<file path="src/rtl/shared_adder_arb.sv">
// ============================================================================
// Module   : shared_adder_arb
// Purpose  : One WIDTH-bit adder shared by four requesters; round-robin grant.
// Revision : 1.0
// ============================================================================
`default_nettype none

module shared_adder_arb #(
  parameter int WIDTH = 4
) (
  input  logic                 clk,
  input  logic                 rst_n,
  input  logic [3:0]           req,
  input  logic [4*WIDTH-1:0]   a_in,
  input  logic [4*WIDTH-1:0]   b_in,
  input  logic [3:0]           cin,
  output logic [3:0]           gnt,
  output logic                 busy,
  output logic                 res_valid,
  output logic [1:0]           res_id,
  output logic [WIDTH-1:0]     res_sum,
  output logic                 res_cout
);

  typedef enum logic [1:0] {
    IDLE = 2'd0,
    EXEC = 2'd1,
    DONE = 2'd2
  } state_t;

  state_t           r_state;
  state_t           w_next_state;
  logic [1:0]       r_last_grant;
  logic [1:0]       r_winner;
  logic [WIDTH-1:0] r_a;
  logic [WIDTH-1:0] r_b;
  logic             r_cin;
  logic [1:0]       w_winner;
  logic [1:0]       w_idx;
  logic             w_found;

  // Search starts one past the last grant; offset 4 wraps back to last_grant itself.
  always_comb begin
    w_winner = r_last_grant;
    w_idx    = r_last_grant;
    w_found  = 1'b0;
    for (int i = 0; i < 4; i++) begin
      w_idx = r_last_grant + 2'(i + 1);
      if (!w_found && req[w_idx]) begin
        w_winner = w_idx;
        w_found  = 1'b1;
      end
    end
  end

  always_comb begin
    w_next_state = r_state;
    case (r_state)
      IDLE:    if (req != 4'b0000) w_next_state = EXEC;
      EXEC:    w_next_state = DONE;
      DONE:    w_next_state = IDLE;
      default: w_next_state = IDLE;
    endcase
  end

  always_ff @(posedge clk or negedge rst_n) begin
    if (!rst_n) r_state <= IDLE;
    else        r_state <= w_next_state;
  end

  always_ff @(posedge clk or negedge rst_n) begin
    if (!rst_n) begin
      gnt          <= 4'b0000;
      res_valid    <= 1'b0;
      res_id       <= 2'd0;
      res_sum      <= '0;
      res_cout     <= 1'b0;
      r_last_grant <= 2'd3;
      r_winner     <= 2'd0;
      r_a          <= '0;
      r_b          <= '0;
      r_cin        <= 1'b0;
    end else begin
      case (r_state)
        IDLE: begin
          res_valid <= 1'b0;
          if (req != 4'b0000) begin
            gnt      <= 4'b0001 << w_winner;
            r_winner <= w_winner;
            r_a      <= a_in[int'(w_winner)*WIDTH +: WIDTH];
            r_b      <= b_in[int'(w_winner)*WIDTH +: WIDTH];
            r_cin    <= cin[w_winner];
          end else begin
            gnt <= 4'b0000;
          end
        end
        EXEC: begin
          gnt                 <= 4'b0000;
          {res_cout, res_sum} <= {1'b0, r_a} + {1'b0, r_b} + {{WIDTH{1'b0}}, r_cin};
          res_id              <= r_winner;
          res_valid           <= 1'b1;
        end
        DONE: begin
          gnt          <= 4'b0000;
          res_valid    <= 1'b0;
          r_last_grant <= r_winner;
        end
        default: begin
          gnt       <= 4'b0000;
          res_valid <= 1'b0;
        end
      endcase
    end
  end

  assign busy = (r_state != IDLE);

endmodule

`default_nettype wire

</file>
<file path="config.mk">
export PLATFORM = sky130hd
export DESIGN_NAME = shared_adder_arb
export DESIGN_NICKNAME = d
export VERILOG_FILES = /design/src/rtl/shared_adder_arb.sv
export SDC_FILE = /design/constraint.sdc
export NUM_CORES = 1
export LEC_CHECK = 0
export ABC_AREA = 1
export CORE_ASPECT_RATIO = 0.75
export CORE_MARGIN = 2
export CORE_UTILIZATION = 33
export DETAILED_ROUTE_END_ITERATION = 8
export HOLD_SLACK_MARGIN = 0.03
export PLACE_DENSITY = 0.58
export SYNTH_ARGS = -nofsm -noshare
export SYNTH_HDL_FRONTEND = slang
export SYNTH_SLANG_ARGS = --single-unit
</file>
<file path="constraint.sdc">
create_clock -name clk -period 5.3 [get_ports clk]
set_clock_uncertainty 0.1 [all_clocks]
set_input_delay 0.53 -clock clk [delete_from_list [all_inputs] [get_ports clk]]
set_output_delay 0.53 -clock clk [all_outputs]
set_load 0.02 [all_outputs]
</file>
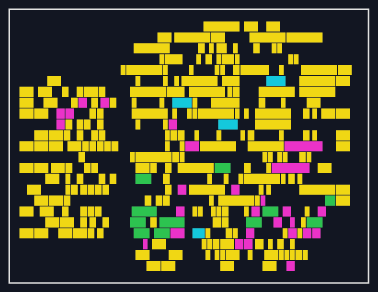
(run_1/drive_strength.png)
Drawn at 4 px/µm.
- cyan: drive 6 and up (cells 4; share 1.4%; most used clkbuf_8)
- green: drive 3 to 4 (cells 11; share 3.9%; most used nand2_4)
- magenta: drive 2 (cells 27; share 9.5%; most used nand2_2)
- yellow: drive 1 or less (cells 242; share 85%; most used nand3_1)
buffers outside the clock class: 55
Final Worst Setup Slack: 2.77 ns

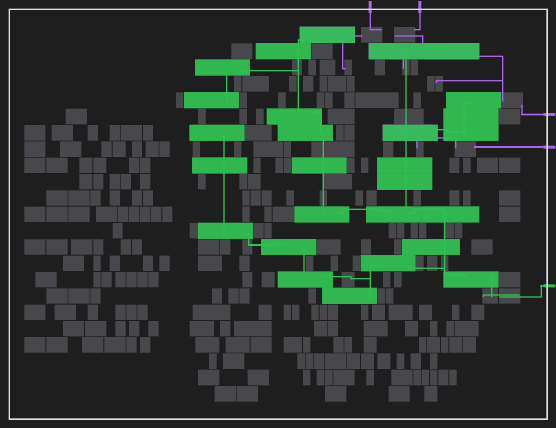
(run_1/port_nets.png)
Drawn at 6 px/µm.
- purple: res_sum (direction output; end cells 4; wire 81.5 µm)
- green: rst_n (direction input; end cells 27; wire 202 µm)
io pins: 55
Port Buf Inserts: 54

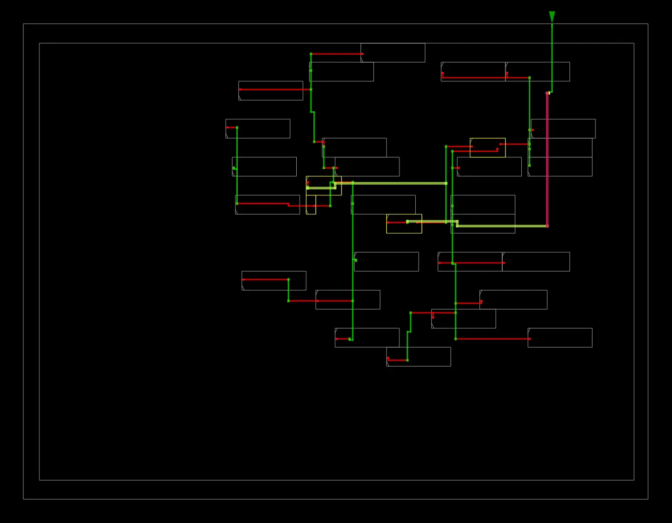
(run_1/final_clocks.png)
Flops: 27
Clk power: 0.113 mW
clk sink count: 27
Late-Pin Clk Latency: 0.27 ns

## run 1: worst max path at each step
stage,start,to,slack [ns]
6_report,req[2],r_b[0]$_DFFE_PN0P_,2.77
5_1_grt,req[2],r_cin$_DFFE_PN0P_,2.47
4_1_cts,req[2],r_b[3]$_DFFE_PN0P_,2.77
3_5_place_dp,req[2],r_b[3]$_DFFE_PN0P_,2.47
3_3_place_gp,req[2],r_b[3]$_DFFE_PN0P_,2.53
2_1_floorplan,r_last_grant[0]$_DFFE_PN1N_,r_a[3]$_DFFE_PN0P_,3.48
## run 1: sequential cells by signal, summed over array words and instances (netlist names), 2 cells and up
| signal | count |
|---|---|
| r_last_grant | 2 |
| r_a | 4 |
| r_b | 4 |
| gnt | 4 |
| r_winner | 2 |
| r_state | 2 |
| res_id | 2 |
| res_sum | 4 |
## run 1: worst register-to-register path, delay by kind of cell (launching register included)
| kind | cells | cell delay (ns) |
|---|---|---|
| buffers and inverters | 2 | 0.27 |
| flip-flops | 1 | 0.74 |
| AND/OR/NAND/NOR | 10 | 1.27 |
## run 1: cell type report
cell class                      instances  area (µm²)  share of cell area, %
Multi-Input combinational cell        181         992                   40.9
Sequential cell                        27         678                   28.0
Timing Repair Buffer                   55         548                   22.6
Tap cell                               75        93.8                   3.87
Inverter                               17        68.8                   2.84
Clock buffer                            4        45.0                   1.86
## run 1: kinds of logic after synthesis
family	after synthesis
adders and majority gates	5
and+or+nand+nor	162
xor gates and xnor gates	1
AOI/OAI and AO/OA	13
DFF	27
buffers and inverters	24
## run 1: report_power, final
group          internal (mW)  switching, mW  total [mW]
combinational          0.398          0.720        1.12
sequential             0.311         0.0690       0.380
clock                 0.0538         0.0596       0.113
## run 1: cells in the final DEF (no fill, tap or decap), drive strengths merged
cell type / instances
a21oi: 2
buf: 1
clkbuf: 4
clkdlybuf4s50: 54
clkinv: 1
dfrtp: 25
dfstp: 2
fa: 2
ha: 3
inv: 16
nand2: 85
nand3: 63
nand4: 1
nor2: 11
nor3: 1
nor4: 1
o21ai: 10
o31ai: 1
xnor2: 1
## run 1: metrics by stage
stage | hold slack (ns) | total power [mW] | worst slack [ns] | std cells
after floorplan | 0.134 | 1.27 | 3.48 | 232
after CTS | 0.393 | 1.62 | 2.77 | 359
after global placement | 0.361 | 1.49 | 2.53 | 355
after global routing | 0.406 | 1.79 | 2.47 | 359
final | 0.386 | 1.61 | 2.77 | 359
after detailed placement | 0.372 | 1.51 | 2.47 | 355
## run 1: metal layers
metal / vias up / GRT usage [%] / share of wire [%]
met1: 734 / 24.4 / 51
met2: 57 / 26.4 / 42
met4: 0 / 2.80 / 0.42
met5: - / 0 / 0
met3: 2 / 3.98 / 6.9
li1: 868 / - / -
==> impl_metrics.tcl, run 1 <==
# collected from the flow reports
set metrics [dict create \
    ant_nets 0 \
    setup_viol_count_final 0 \
    ctsResizeCount 0 \
    dieWidth_um 89.4 \
    cp.buffers_inverters 2 \
    num_rows 23 \
    numSynthFlops 27 \
    cpMaxStageDelayCell "nor2_1" \
    final.period_utilization_pct 47.7 \
    netlist-cell-type-count 28 \
    max_freq_ghz 0.396 \
    antenna_found_initial 0 \
    synth-async-reset-ratio_pct 100 \
    synth.avg_cell_area_um2 7.78 \
    area_growth_pct 34.4 \
    fin_area_mm2 0.00243 \
    dpl.hpwl_um 3610 \
    yosysWarnings 0 \
    xor_share_pct 0.485 \
    status "complete, no violations" \
    post_drt_wl_per_cell_um 12.6 \
    fin_nets 332 \
    top_area_cell "dfrtp_1" \
    drcViolationCount 0 \
    timing.final.crit_period_ns 2.53 \
]
==> run_1/gate_families.png <==
Drawn at 4 px/µm.
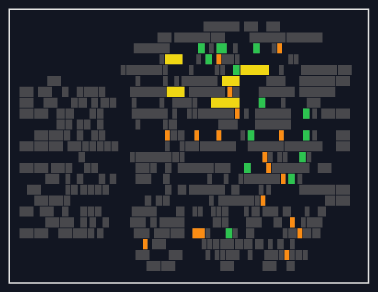

--- run 2 (diff from run 1) ---
==> constraint.sdc (replaced) <==
create_clock -name clk -period 2.5 [get_ports clk]
set_clock_uncertainty 0.1 [all_clocks]
set_input_delay 0.25 -clock clk [delete_from_list [all_inputs] [get_ports clk]]
set_output_delay 0.25 -clock clk [all_outputs]
set_load 0.02 [all_outputs]
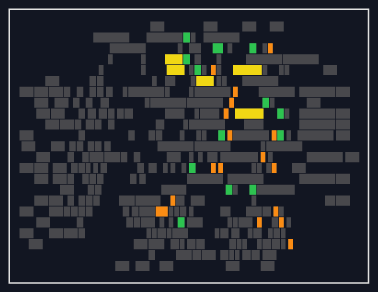
(run_2/gate_families.png)
Drawn at 4 px/µm.
- green: inverting AOI/OAI gates (cells 13)
- orange: inverters (cells 17)
- yellow: adder and majority cells (cells 5; where top centre)
fin cells: 361
Comb area share: 40.6%

==> run 2 against run 1 <==
Synthesized cell count is the same. Largest cell class unchanged. Via count fell by 0.72%. Hold slack lost 0.14 ns. Wire length decreased by 1.1%. Combinational power up 110%. Clock power up 120%. Final cell count up 0.56%. Die size stayed put. Register-to-register slack worse by 2.6 ns.
==> impl_metrics.tcl, run 2 <==
# collected from the flow reports
set metrics [dict create \
    area_growth_pct 35.4 \
    vdd_drop_max_mv 0.379 \
    io_pins 55 \
    netlist-cell-type-count 28 \
    end_kind "register" \
    drt-initial-drc-count 66 \
    yosysWarnings 0 \
    mostFrequentLayoutCell "nand3_1" \
    drcViolationCount 0 \
    synth-edff-count 0 \
    top_cells_by_count "60 x nand3_1, 57 x nand2_1, 25 x dfrtp_1" \
    cts_sinks 27 \
    core_area_mm2 0.00532 \
    numSynthFlops 27 \
    insertion_delay_ns 0.27 \
    overflow 0 \
    dieWidth_um 89.4 \
    num_rows 23 \
    max_freq_ghz 0.450 \
    status "complete, no violations" \
    grt_max_degree 28 \
    arrival_ns 2.29 \
    final.period_utilization_pct 88.8 \
    hold_viol_final 0 \
    synth-async-reset-ratio_pct 100 \
    dpl.hpwl_um 3620 \
    groute.usage.overall_pct 16.0 \
    antenna_found_initial 0 \
    ant_nets 0 \
    port_buffers 54 \
    most-common-layout-cells "60 x nand3_1, 57 x nand2_1, 54 x clkdlybuf4s50_1" \
    synth-main-ff-cell "dfrtp_1" \
    fp_util_pct 33.9 \
    power.leakage_nw 1.14 \
    top_area_cell "dfrtp_1" \
    fin_nets 334 \
    setup_viol_count_final 0 \
    timing.final.crit_period_ns 2.22 \
    post_drt_wl_per_cell_um 12.4 \
    ctsResizeCount 0 \
    dp_cells 357 \
    synth.avg_cell_area_um2 7.78 \
    gp_congestion 0.869 \
]
-- run 2: power by group --
group          total (mW)  internal (mW)  switching (mW)
Combinational        2.39          0.862            1.52
Clock               0.251          0.113           0.137
Sequential          0.791          0.658           0.134
-- run 2: cells by family (layout without fill, tap and decap cells) --
| family | after synthesis | in the layout | synth area share (%) |
|---|---|---|---|
| AND/OR/NAND/NOR | 162 | 162 | 46.4 |
| AND-OR/OR-AND | 13 | 13 | 3.74 |
| flip-flops | 27 | 27 | 37.6 |
| buffers and inverters | 24 | 78 | 7.48 |
| XOR/XNOR | 1 | 1 | 0.485 |
| adder cells (fa/ha/maj) | 5 | 5 | 4.30 |
-- run 2: path summary, 6_finish.rpt --
path                                        startpoint                           to  slack (ns)  cells after the start
max in group asynchronous                        rst_n  r_last_grant[1]$_DFFE_PN1N_        1.76                      2
setup reg to reg           r_last_grant[0]$_DFFE_PN1N_           r_b[1]$_DFFE_PN0P_        0.28                     13
hold / removal                                   rst_n             gnt[1]$_DFF_PN0_        0.24                      2
min in group clk                res_sum[1]$_DFFE_PN0P_       res_sum[1]$_DFFE_PN0P_        0.38                      2
setup / recovery           r_last_grant[0]$_DFFE_PN1N_           r_b[1]$_DFFE_PN0P_        0.28                     13
hold reg to reg                 res_sum[1]$_DFFE_PN0P_       res_sum[1]$_DFFE_PN0P_        0.38                      2
-- run 2: per-layer routing --
layer	vias to the layer above	GRT usage, %	part of all wire [%]
met4	0	1.68	0.42
li1	876	-	-
met2	56	23.8	40
met1	715	24.7	54
met3	2	3.02	5.8
met5	-	0	0
-- run 2: layout make-up --
cell class | instances | area [µm²] | area share (%)
clock buffers | 3 | 41.3 | 1.69
well taps | 75 | 93.8 | 3.84
repair buffers | 57 | 563 | 23.0
inverters | 17 | 68.8 | 2.81
clock inverters | 1 | 7.51 | 0.307
multi-input cells | 181 | 992 | 40.6
flip-flops and latches | 27 | 678 | 27.7
-- run 2: metrics by stage --
stage | cell area [µm²] | utilization [%] | total power, mW | hold slack, ns | setup slack [ns]
final | 2440 | 45.9 | 3.43 | 0.244 | 0.280
after global routing | 2440 | 45.9 | 3.81 | 0.270 | 0.0487
after CTS | 2440 | 45.9 | 3.45 | 0.259 | 0.272
after detailed placement | 2400 | 45.0 | 3.19 | 0.366 | 0.291
after global placement | 2400 | 45.0 | 3.17 | 0.361 | 0.291
after floorplan | 1810 | - | 2.69 | -0.146 | 0.682
-- run 2: critical path, cell delays in order (launching register included) --
cell	delay [ns]
dfstp_2	0.66
inv_2	0.14
nand2_1	0.09
nand2_2	0.08
nand2_2	0.10
nand2_4	0.08
inv_6	0.08
nand3_4	0.08
inv_2	0.07
nand2_1	0.04
nand2_1	0.26
nand3_1	0.11
nand3_1	0.13
nand2_1	0.06
Power figures rest on the tool's default switching activity, not on a simulated workload.
